Design spi_host_driver, sky130hd; sources not shown.
run_1/metal_density.png
Bar = 20 um. The die is cut into 24 by 18 equal tiles; black is low, pale yellow is high, scaled to the fullest tile. Values are wire area over tile area, all layers added.
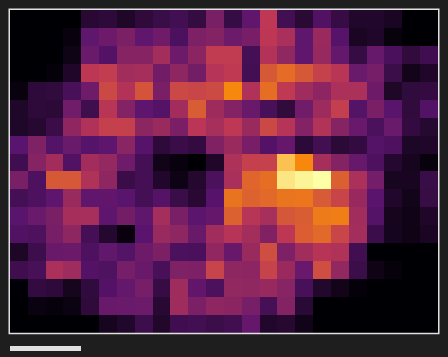
- mean over tiles: 0.17
- tiles over half the peak: 13%
- emptiest ninth of the die: lower right
- fullest tile: 0.64
- nearly empty tiles: 12%
routed wire length: 11900 um
via count: 4260
wire per inst: 15.2 um

run_1/congestion.png
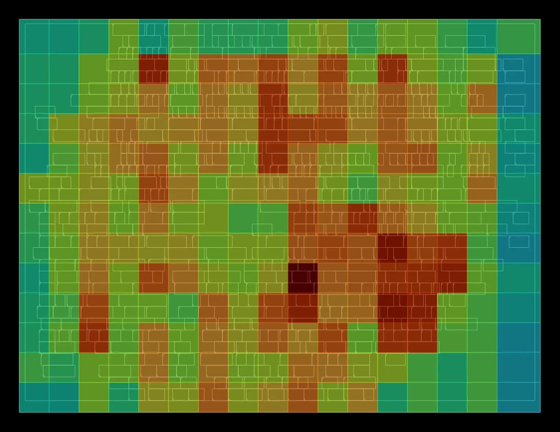
met1 Usage GRT: 0.258
GRT Util Overall: 0.213
final core occ: 0.678

run_1/layer_met2.png
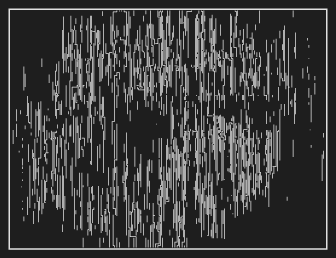
- share of all routed wire: 49%
- nets with wire on the layer: 566
- wire length on this layer: 5830 um
GR Layer Usage met2: 0.352

==> impl_metrics.ini, run 1 <==
; flow metrics
[floorplanning]
die_x_um = 120
dieArea_um2 = 10900
num_rows = 32
coreArea_um2 = 10200
die_h_um = 90.8

[final_timing]
worst_slack_ps = 19.4
fmax_mhz = 613
post-route-min-period_ps = 1630
slew_violations = 0
finalSetupTns_ps = 0
relSlewSlack = 0.704

[finish]
n_fill_cell = 766
drive_gt1_frac = 0.212
insertedDiodeCount = 0
ff_count = 119
lay_top_cells = 117 x dfxtp_1, 107 x nand2_1, 74 x a21oi_1, 39 x dlymetal6s2s_1, 37 x clkdlybuf4s50_1
seqCellArea_um2 = 2380
logic_gate_count = 389
largestClassByArea = combinational gates
lay_top_count = dfxtp_1
synthToLayoutAreaGrowth_pct = 37.8
seq_share = 0.343
nonClkBufAreaFrac = 0.185
n_all_buffers = 106

[grt]
grt_pass1_vias = 3989
grt_pass1_wl_um = 18500
busiest_layer = met2

[critical_path]
crit_type = flop to flop
reg2regPathDepth = 6
slowest_stage = dfxtp_1
worst-path-max-fanout = 17
path_delay_family = AND-OR/OR-AND gates
path_cells = buf_4 -> nor2_4 -> o21a_4 -> buf_12 -> nand3b_1 -> a21oi_1
crit_buf_inv = 2
critPathArrivalTime_ps = 1950
worstPathRequired_ps = 1970

[synthesis]
synth_warnings = 0
syn_nets = 603
syn-cell-area_um2 = 5050
ys_ff = 119
syn_avg_cell_area_um2 = 8.99
top_area_frac = 0.472
yosysMostFrequentCell = dfxtp_1
synth_cell_types = 44
ys_seq_share = 0.472
ys_top_cells_by_count = 119 x dfxtp_1, 107 x nand2_1, 74 x a21oi_1
edf_count = 0
yosys_area_um2 = 5050

[clock_network]
cts_buffers = 17
htree_levels = 4
root_buffer = clkbuf_16
clkTransAtPathRegs_ps = 60
clkSinkCount = 119
cts_tree = built

[power_and_ir_drop]
p_sw_frac = 0.262
max-vdd-ir-drop_v = 0.000832
clkPwrFrac = 0.440
p_sw_mw = 2.30
pwr_density_cell_nw_per_um2 = 1260
combPwrFrac = 0.186
maxPowerGroup = clock
powerClk_mw = 3.85
power_frac_seq = 0.374

[placement]
dp_hpwl_um = 7030
port_buffers = 77

[route]
first_iter_violations = 260

[worst_hold_path]
hold_path_class = input pin to flop

[job]
max_cap_violations = 0
warnings = 28

[status]
status = finished, final reports clean
-- run 1: stage by stage --
stage	hold WS [ps]	instances	cell area (um2)	util
final	364	786	6950	0.678
after global routing	387	786	6950	0.678
after CTS	338	779	6670	0.651
after detailed placement	428	748	6050	0.590
after global placement	409	748	6050	0.590
after floorplan	399	561	5130	-
-- run 1: kinds of logic after synthesis --
logic type / after synthesis / share of synthesized area
simple gates: 218 / 0.193
xor+xnor: 6 / 0.0104
buf+inv: 53 / 0.0620
flops: 119 / 0.472
fa+ha+maj: 3 / 0.00744
mux: 33 / 0.0655
compound gates: 129 / 0.190
-- run 1: per-layer routing --
layer | up-vias | wire length (um)
li1 | 2088 | -
met1 | 2025 | 5280
met2 | 128 | 5830
met3 | 19 | 597
met4 | 0 | 215
met5 | - | 0
run_1/layer_met1.png
Bar = 20 um.
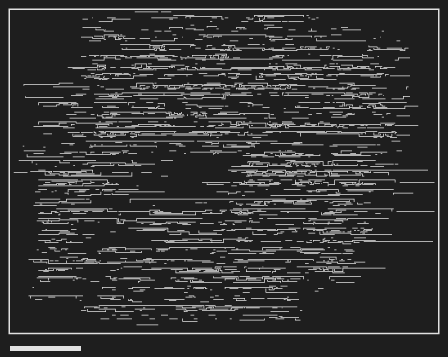

--- run 2 (diff from run 1) ---
CTS_CLUSTER_DIAMETER = 150   (was unset)
TNS_END_PERCENT = 20   (was unset)
run_2/layer_met1.png
Bar = 20 um.
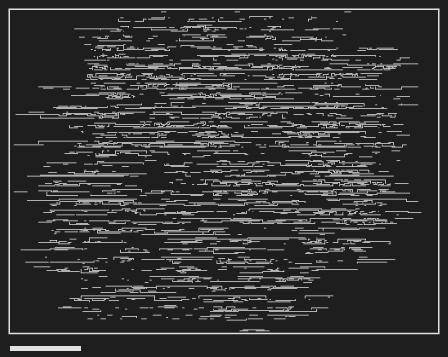
- nets with wire on the layer: 632
- wire length on this layer: 5720 um
- main direction: horizontal
- longest straight run: 27.1 um
via count: 4449
routed wire length: 13300 um
met1 Usage GRT: 0.275

run_2/congestion.png
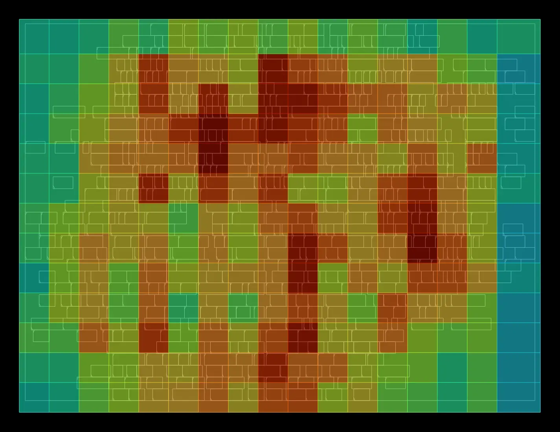
GR Layer Usage met2: 0.394
global route hottest layer: met2
GRT Util Overall: 0.229

==> run 2 against run 1 <==
Effect of this change: cell count rose by 0.76%; first-iteration DRC count rose by 62%; synthesized cell count is the same; clock-buffer cell count fell by 4; non-clock buffer count grew 5; hold slack got worse by 30 ps; flip-flop count unchanged; critical path depth up 1; wire length is 11% higher.
==> impl_metrics.ini, run 2 <==
; flow metrics
[status]
status = finished, final reports clean

[clock_network]
htree_levels = 4
cts_buffers = 17
clkTransAtPathRegs_ps = 60
clk_latency_ps = 420
clockBufferDepth = 2
clkSinkCount = 119
root_buffer = clkbuf_16
cts_tree = built

[power_and_ir_drop]
maxPowerGroup = clock
powerClk_mw = 3.62
power_frac_seq = 0.384
p_sw_mw = 2.42
p_sw_frac = 0.283
combPwrFrac = 0.192
clkPwrFrac = 0.424
pwr_density_cell_nw_per_um2 = 1230
max-vdd-ir-drop_v = 0.000884
p_int_mw = 6.12

[floorplanning]
dieArea_um2 = 10900
coreArea_um2 = 10200
num_rows = 32
die_x_um = 120
die_h_um = 90.8

[finish]
fin_area_um2 = 6940
logic_gate_count = 389
insertedDiodeCount = 0
seqCellArea_um2 = 2390
lay_top_count = dfxtp_1
synthToLayoutAreaGrowth_pct = 37.5
nonClkBufAreaFrac = 0.190
fin_util = 0.677
n_fill_cell = 747
drive_gt1_frac = 0.223
n_all_buffers = 111
lay_top_cells = 115 x dfxtp_1, 105 x nand2_1, 71 x a21oi_1, 39 x dlymetal6s2s_1, 37 x clkdlybuf4s50_1
ff_count = 119
largestClassByArea = combinational gates
fin_cells = 792
seq_share = 0.344

[critical_path]
critPathArrivalTime_ps = 1990
slowest_stage = dfxtp_2
worstPathRequired_ps = 1990
crit_buf_inv = 2
path_delay_family = AND-OR/OR-AND gates
worst-path-max-fanout = 12
path_cells = ha_4 -> and3_4 -> buf_6 -> o21ai_4 -> clkbuf_16 -> nand2_1 -> a21oi_1
crit_type = flop to flop
reg2regPathDepth = 7

[placement]
dpl_cell_area_um2 = 6060
place_inst = 752
port_buffers = 77

[grt]
grt_overflow = 0
grt_pass1_wl_um = 19900
grt_pass1_vias = 4258

[route]
first_iter_violations = 421
dr_wl_met3_um = 699
met2_wirelength_um = 6530
drc = 0
dr.pass1.iters = 5
wl_per_cell_um = 16.8
drt-met1-wl_um = 5720
topRoutingLayerUsed = met4

[synthesis]
largest_area_cell = dfxtp_1
yosysMostFrequentCell = dfxtp_1
syn_nets = 603
syn-cell-area_um2 = 5050
yosys_area_um2 = 5050
top_area_frac = 0.472
edf_count = 0
ys_ff = 119
ys_seq_share = 0.472
synth_cell_types = 44

[final_timing]
fmax_mhz = 606
finalSetupTns_ps = 0
hold_ws_ps = 333
post-route-min-period_ps = 1650
worst_slack_ps = 1.06
slew_violations = 0
relSlewSlack = 0.757

[job]
warnings = 28
max_cap_violations = 0

[worst_hold_path]
min_delay_path_depth = 2
hold_path_class = input pin to flop
-- run 2: cell types whose count changed in the layout (fill, tap and decap cells not counted), sizes merged --
cell / delta
buf: +3
inv: +1
clkinv: +3
bufinv: -1
clkinvlp: +2
clkbuf: -2
-- run 2: cells by family (layout without fill, tap and decap cells) --
family	after synthesis	count (layout)	synth area share
multiplexers	33	33	0.0655
buffers and inverters	53	148	0.0620
flip-flops	119	119	0.472
AND-OR/OR-AND	129	129	0.190
XOR/XNOR	6	6	0.0104
adder cells (fa/ha/maj)	3	3	0.00744
AND/OR/NAND/NOR	218	218	0.193
-- run 2: per-layer routing --
metal / vias to the layer above / global-route usage
met5: - / 0
met4: 0 / 0.0823
met3: 42 / 0.0574
met2: 178 / 0.394
met1: 2129 / 0.275
li1: 2100 / -
